File: config.mk
export PLATFORM = sky130hd
export DESIGN_NAME = ctrl_determinante_flat
export DESIGN_NICKNAME = d
export VERILOG_FILES = /design/src/rtl/ctrl_determinante_pkg.sv /design/src/rtl/ctrl_determinante_if.sv /design/src/rtl/carga_matriz.sv /design/src/rtl/ctrl_determinante.sv /design/src/flat_wrapper.sv
export SDC_FILE = /design/constraint.sdc
export NUM_CORES = 1
export LEC_CHECK = 0
export ABC_AREA = 0
export CAP_MARGIN = 40
export CORE_MARGIN = 2
export CORE_UTILIZATION = 68
export CTS_CLUSTER_SIZE = 40
export DETAILED_ROUTE_END_ITERATION = 12
export DONT_BUFFER_PORTS = 1
export PLACE_DENSITY = 0.84
export SLEW_MARGIN = 20
export SYNTH_ARGS = -nofsm -noshare
export SYNTH_HDL_FRONTEND = slang
export SYNTH_SLANG_ARGS = --single-unit
File: constraint.sdc
create_clock -name clk -period 3.11 [get_ports clk]
set_clock_uncertainty 0.1 [all_clocks]
set_input_delay 0.622 -clock clk [delete_from_list [all_inputs] [get_ports clk]]
set_output_delay 0.622 -clock clk [all_outputs]
set_load 0.01 [all_outputs]
File: src/rtl/ctrl_determinante_pkg.sv
// Shared definitions for the determinant-ALU sequencer.
//   DATA_W / MAX_N / MAT_W : element width, largest matrix order, matrix bus width
//   state_e                : sequencer states
//   TAM_*                  : size codes carried on tam_i / sinalizador_o
//   n_of / nn_of           : matrix order and element count for a size code
package det_pkg;

    localparam int unsigned DATA_W = 8;
    localparam int unsigned MAX_N  = 5;
    localparam int unsigned MAT_W  = MAX_N * MAX_N * DATA_W;
    // Wide enough to index MAX_N*MAX_N = 25 elements.
    localparam int unsigned IDX_W  = 5;

    typedef enum logic [1:0] {
        StIdle,
        StCarga,
        StCalc,
        StResult
    } state_e;

    localparam logic [1:0] TAM_2X2 = 2'b00;
    localparam logic [1:0] TAM_3X3 = 2'b01;
    localparam logic [1:0] TAM_4X4 = 2'b10;
    localparam logic [1:0] TAM_5X5 = 2'b11;

    function automatic logic [2:0] n_of(input logic [1:0] tam);
        return 3'(tam) + 3'd2;
    endfunction

    function automatic logic [IDX_W-1:0] nn_of(input logic [1:0] tam);
        logic [IDX_W-1:0] n;
        n = IDX_W'(n_of(tam));
        return n * n;
    endfunction

endpackage

File: src/rtl/ctrl_determinante_if.sv
// Bundle of command, element stream, ALU and result signals of the sequencer.
//   slave  : the sequencer side (ctrl_determinante)
//   master : the environment side (command source, element source, ALU, result sink)
interface ctrl_determinante_if;

    logic                       start_i;
    logic [1:0]                 tam_i;
    logic                       cancel_i;
    logic [det_pkg::DATA_W-1:0] elem_i;
    logic                       elem_valid_i;
    logic                       elem_ready_o;
    logic [det_pkg::MAT_W-1:0]  matriz_o;
    logic [1:0]                 sinalizador_o;
    logic [det_pkg::DATA_W-1:0] det_i;
    logic [det_pkg::DATA_W-1:0] det_o;
    logic                       det_valid_o;
    logic                       det_ready_i;
    logic                       busy_o;
    logic                       erro_o;

    modport slave (
        input  start_i, tam_i, cancel_i, elem_i, elem_valid_i, det_i, det_ready_i,
        output elem_ready_o, matriz_o, sinalizador_o, det_o, det_valid_o, busy_o, erro_o
    );

    modport master (
        output start_i, tam_i, cancel_i, elem_i, elem_valid_i, det_i, det_ready_i,
        input  elem_ready_o, matriz_o, sinalizador_o, det_o, det_valid_o, busy_o, erro_o
    );

endinterface

File: src/rtl/carga_matriz.sv
// Matrix bus register with indexed element writes.
//   clk, rst_n : clock, async active-low reset (clears the bus)
//   clear_i    : synchronous clear of the whole bus (wins over we_i)
//   we_i       : write data_i into element slot idx_i
//   idx_i      : element index, slot k occupies bits [8k+7:8k]
//   data_i     : element value
//   mat_o      : assembled matrix bus
module carga_matriz
    import det_pkg::*;
(
    input  logic              clk,
    input  logic              rst_n,
    input  logic              clear_i,
    input  logic              we_i,
    input  logic [IDX_W-1:0]  idx_i,
    input  logic [DATA_W-1:0] data_i,
    output logic [MAT_W-1:0]  mat_o
);

    logic [MAT_W-1:0] mat_q;

    always_ff @(posedge clk or negedge rst_n) begin
        if (!rst_n) begin
            mat_q <= '0;
        end else if (clear_i) begin
            mat_q <= '0;
        end else if (we_i) begin
            // Index decode; indices beyond the last slot write nothing.
            for (int k = 0; k < int'(MAX_N * MAX_N); k++) begin
                if (idx_i == IDX_W'(k)) begin
                    mat_q[k*DATA_W +: DATA_W] <= data_i;
                end
            end
        end
    end

    assign mat_o = mat_q;

endmodule

File: src/rtl/ctrl_determinante.sv
// Sequencer for the determinant ALU: takes a start command with a size code, loads
// N*N row-major elements into the ALU matrix bus, waits WAIT_CYC cycles for the ALU
// to settle, registers its determinant and offers it on a valid/ready output.
//   clk, rst_n : clock, async active-low reset
//   bus        : ctrl_determinante_if.slave (command, elements, ALU, result, status)
// Build option: CTRL_DET_SIZE_CHECK_EN rejects size codes 10/11 with a 1-cycle erro_o
// pulse; without it every size is sequenced and erro_o is tied low.
module ctrl_determinante
    import det_pkg::*;
#(
    parameter int unsigned WAIT_CYC = 1
) (
    input  logic                 clk,
    input  logic                 rst_n,
    ctrl_determinante_if.slave   bus
);

    localparam int unsigned  WcntW    = (WAIT_CYC > 1) ? $clog2(WAIT_CYC) : 1;
    localparam logic [WcntW-1:0] WcntLast = WcntW'(WAIT_CYC - 1);

    state_e              state_q;
    logic [IDX_W-1:0]    idx_q;
    logic [IDX_W-1:0]    nn_q;
    logic [WcntW-1:0]    wcnt_q;
    logic [DATA_W-1:0]   det_q;
    logic [1:0]          sinal_q;
    logic                size_ok;
    logic                mat_clear;
    logic                elem_acc;

`ifdef CTRL_DET_SIZE_CHECK_EN
    logic erro_q;
    assign size_ok = !bus.tam_i[1];
`else
    assign size_ok = 1'b1;
`endif

    // cancel_i overrides both the start and any element handshake in flight.
    assign mat_clear = (state_q == StIdle) && bus.start_i && !bus.cancel_i && size_ok;
    assign elem_acc  = (state_q == StCarga) && bus.elem_valid_i && !bus.cancel_i;

    always_ff @(posedge clk or negedge rst_n) begin
        if (!rst_n) begin
            state_q <= StIdle;
            idx_q   <= '0;
            nn_q    <= '0;
            wcnt_q  <= '0;
            det_q   <= '0;
            sinal_q <= '0;
`ifdef CTRL_DET_SIZE_CHECK_EN
            erro_q  <= 1'b0;
`endif
        end else begin
`ifdef CTRL_DET_SIZE_CHECK_EN
            erro_q <= 1'b0;
`endif
            if (bus.cancel_i) begin
                state_q <= StIdle;
            end else begin
                unique case (state_q)
                    StIdle: begin
                        if (bus.start_i) begin
`ifdef CTRL_DET_SIZE_CHECK_EN
                            if (!size_ok) erro_q <= 1'b1;
                            else
`endif
                            begin
                                state_q <= StCarga;
                                sinal_q <= bus.tam_i;
                                nn_q    <= nn_of(bus.tam_i);
                                idx_q   <= '0;
                            end
                        end
                    end
                    StCarga: begin
                        if (elem_acc) begin
                            idx_q <= idx_q + 1'b1;
                            if (idx_q == nn_q - 1'b1) begin
                                state_q <= StCalc;
                                wcnt_q  <= '0;
                            end
                        end
                    end
                    StCalc: begin
                        if (wcnt_q == WcntLast) begin
                            det_q   <= bus.det_i;
                            state_q <= StResult;
                        end else begin
                            wcnt_q <= wcnt_q + 1'b1;
                        end
                    end
                    StResult: begin
                        // A start_i in the handshake cycle is dropped, not queued.
                        if (bus.det_ready_i) state_q <= StIdle;
                    end
                    default: state_q <= StIdle;
                endcase
            end
        end
    end

    carga_matriz u_carga_matriz (
        .clk     (clk),
        .rst_n   (rst_n),
        .clear_i (mat_clear),
        .we_i    (elem_acc),
        .idx_i   (idx_q),
        .data_i  (bus.elem_i),
        .mat_o   (bus.matriz_o)
    );

    assign bus.elem_ready_o  = (state_q == StCarga);
    assign bus.det_valid_o   = (state_q == StResult);
    assign bus.busy_o        = (state_q != StIdle);
    assign bus.det_o         = det_q;
    assign bus.sinalizador_o = sinal_q;
`ifdef CTRL_DET_SIZE_CHECK_EN
    assign bus.erro_o        = erro_q;
`else
    assign bus.erro_o        = 1'b0;
`endif

endmodule

File: src/flat_wrapper.sv
// flat-port wrapper written by rule: the top's interface ports become plain ports
module ctrl_determinante_flat import det_pkg::*;
#(
    parameter int unsigned WAIT_CYC = 1
)
  (clk, rst_n, bus_start_i, bus_tam_i, bus_cancel_i, bus_elem_i, bus_elem_valid_i, bus_det_i, bus_det_ready_i, bus_elem_ready_o, bus_matriz_o, bus_sinalizador_o, bus_det_o, bus_det_valid_o, bus_busy_o, bus_erro_o);
  ctrl_determinante_if bus_i ();
  input  logic clk;
  input  logic rst_n;
  input wire logic [$bits(bus_i.start_i)-1:0] bus_start_i;
  input wire logic [$bits(bus_i.tam_i)-1:0] bus_tam_i;
  input wire logic [$bits(bus_i.cancel_i)-1:0] bus_cancel_i;
  input wire logic [$bits(bus_i.elem_i)-1:0] bus_elem_i;
  input wire logic [$bits(bus_i.elem_valid_i)-1:0] bus_elem_valid_i;
  input wire logic [$bits(bus_i.det_i)-1:0] bus_det_i;
  input wire logic [$bits(bus_i.det_ready_i)-1:0] bus_det_ready_i;
  output wire logic [$bits(bus_i.elem_ready_o)-1:0] bus_elem_ready_o;
  output wire logic [$bits(bus_i.matriz_o)-1:0] bus_matriz_o;
  output wire logic [$bits(bus_i.sinalizador_o)-1:0] bus_sinalizador_o;
  output wire logic [$bits(bus_i.det_o)-1:0] bus_det_o;
  output wire logic [$bits(bus_i.det_valid_o)-1:0] bus_det_valid_o;
  output wire logic [$bits(bus_i.busy_o)-1:0] bus_busy_o;
  output wire logic [$bits(bus_i.erro_o)-1:0] bus_erro_o;
  assign bus_i.start_i = bus_start_i;
  assign bus_i.tam_i = bus_tam_i;
  assign bus_i.cancel_i = bus_cancel_i;
  assign bus_i.elem_i = bus_elem_i;
  assign bus_i.elem_valid_i = bus_elem_valid_i;
  assign bus_i.det_i = bus_det_i;
  assign bus_i.det_ready_i = bus_det_ready_i;
  assign bus_elem_ready_o = bus_i.elem_ready_o;
  assign bus_matriz_o = bus_i.matriz_o;
  assign bus_sinalizador_o = bus_i.sinalizador_o;
  assign bus_det_o = bus_i.det_o;
  assign bus_det_valid_o = bus_i.det_valid_o;
  assign bus_busy_o = bus_i.busy_o;
  assign bus_erro_o = bus_i.erro_o;
  ctrl_determinante #(.WAIT_CYC(WAIT_CYC)) u_core (.clk(clk), .rst_n(rst_n), .bus(bus_i));
endmodule
==> run summary <==
impl run done, here's what came out: run status=finished, violations left, failing checks=negative hold slack, htree depth=1, endpoints failing setup=0, GP Congestion=0.8206, number of antenna violations at the first check in global routing=0, Netlist cell types=42, Net Sw Frac=27.41%, diode count=0, worst min-delay path class=input pin to asynchronous set/reset pin, Post-synth EDFFs=0, kind of critical path=flip-flop to flip-flop, first-pass GRT wire length=38.06 mm, max_cap viols=0, Multiplexer share=6.106%, top cells by count=dfrtp_1 (220), nand2_1 (189), a21oi_1 (154), CP Launch Point=u_core.state_q[1], DR pass1 iterations=6, total global-route track usage=32.57%, most common logic cell in the routed design=dfrtp_1, yosys xor share=0.7369%, post-place setup slack=0.6171 ns, # Post-CTS Setup Buffers=0, Post-synth ARST share=100.0%, Worst-Margin Slew=0.7863 ns, CP delay by family, top=simple AND/OR/NAND/NOR gates, top power group=sequential cells, Sw Pwr=1.848 mW, Root Driver=clkbuf_16, die height=122.2 µm, Largest cells by area=dfrtp_1 (58%), a21oi_1 (8.1%), nand3_1 (7.6%), nand2_1 (7.5%), mux2i_1 (5.2%), yosys simple share=20.13%, P_seq=3.21 mW, Area after DPL=0.009520 mm², Finished Layout Cells=1,135, post-cts resize count=0, drt drc=0, ys cells=987, most frequent cells in the layout=dfrtp_1 (220), nand2_1 (189), a21oi_1 (154), Hold WS=-0.2799 ns, Synth top cell by count=dfrtp_1, combinational share of power=12.8%, cell accounting for the most synthesized area=dfrtp_1, Area leader share=57.90%, Worst setup endpoint=u_core.u_carga_matriz.mat_o[108], Log Warnings=37, Hold Vio Cnt, Final=220, share of cells above drive strength 1=7.958%, io pins=238
-- layer usage --
layer	wire, µm	GRT usage, %	part of all wire (%)	vias up
met4	676	10.56	2.7	0
met3	2507	9.480	10	57
met1	9617	44.54	39	3534
li1	-	-	-	3214
met5	0	0	0	-
met2	11990	50.76	48	351
-- layout make-up --
type | instances | area (µm²)
multi-input combinational | 667 | 3568
tap | 180 | 225.2
clock inverter | 10 | 108.9
fill | 958 | 3530
inverter | 11 | 41.29
timing repair buffer | 19 | 180.2
sequential | 220 | 5505
clock buffer | 28 | 614.3
-- flip-flops by register name (all words and copies together) (netlist names) --
| register | cells |
|---|---|
| u_core.bus.det_o | 8 |
| u_core.bus.sinalizador_o | 2 |
| u_core.idx_q | 5 |
| u_core.nn_q | 3 |
| u_core.state_q | 2 |
| u_core.u_carga_matriz.mat_o | 200 |
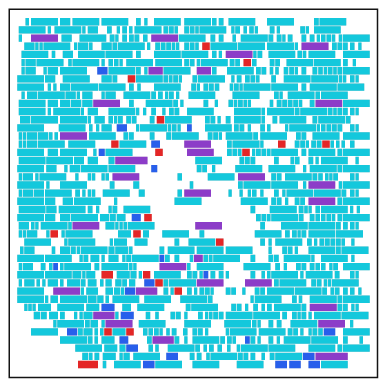
Figure 1: cells by drive strength.
(3 px per µm)
Key: red = x3 and x4 [cells 20, share 2.1%]; cyan = x1 and smaller [cells 879, share 92%]; blue = x2 [cells 25, share 2.6%]; purple = x6 and larger [cells 31, share 3.2%]

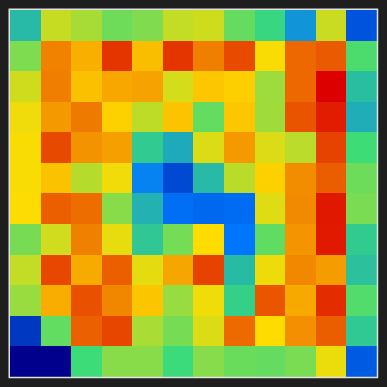
Figure 2: local utilization.
(3 px per µm) The die is cut into 12 by 12 equal tiles; dark blue is low, red is high, 0 to 100% covered.
The emptiest ninth of the die: center. The mean over all tiles is 67%. 41% of the tiles are over 75% full. The fullest tile reaches 100%. 1.4% of the tiles are nearly empty.

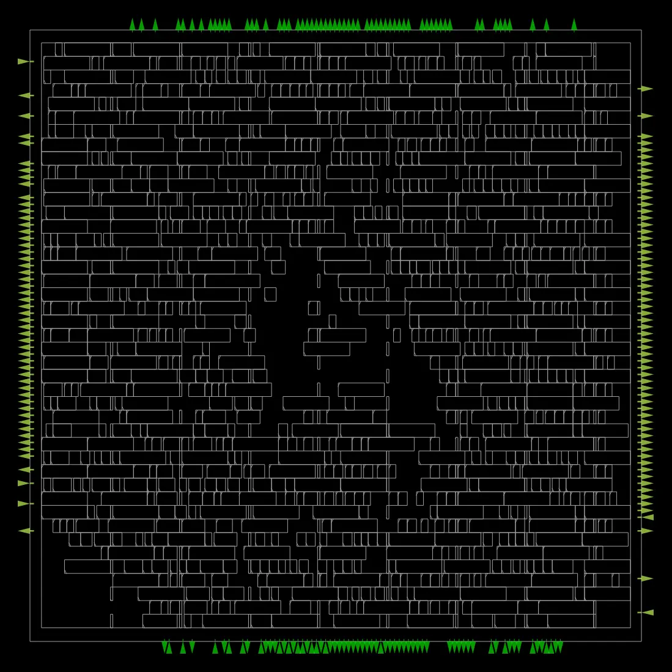
Figure 3: placement view.
Finished Core Util: 74.37%
core area: 0.01377 mm²
# rows: 43
Seq/total area: 53.74%

Power figures rest on the tool's default switching activity, not on a simulated workload.
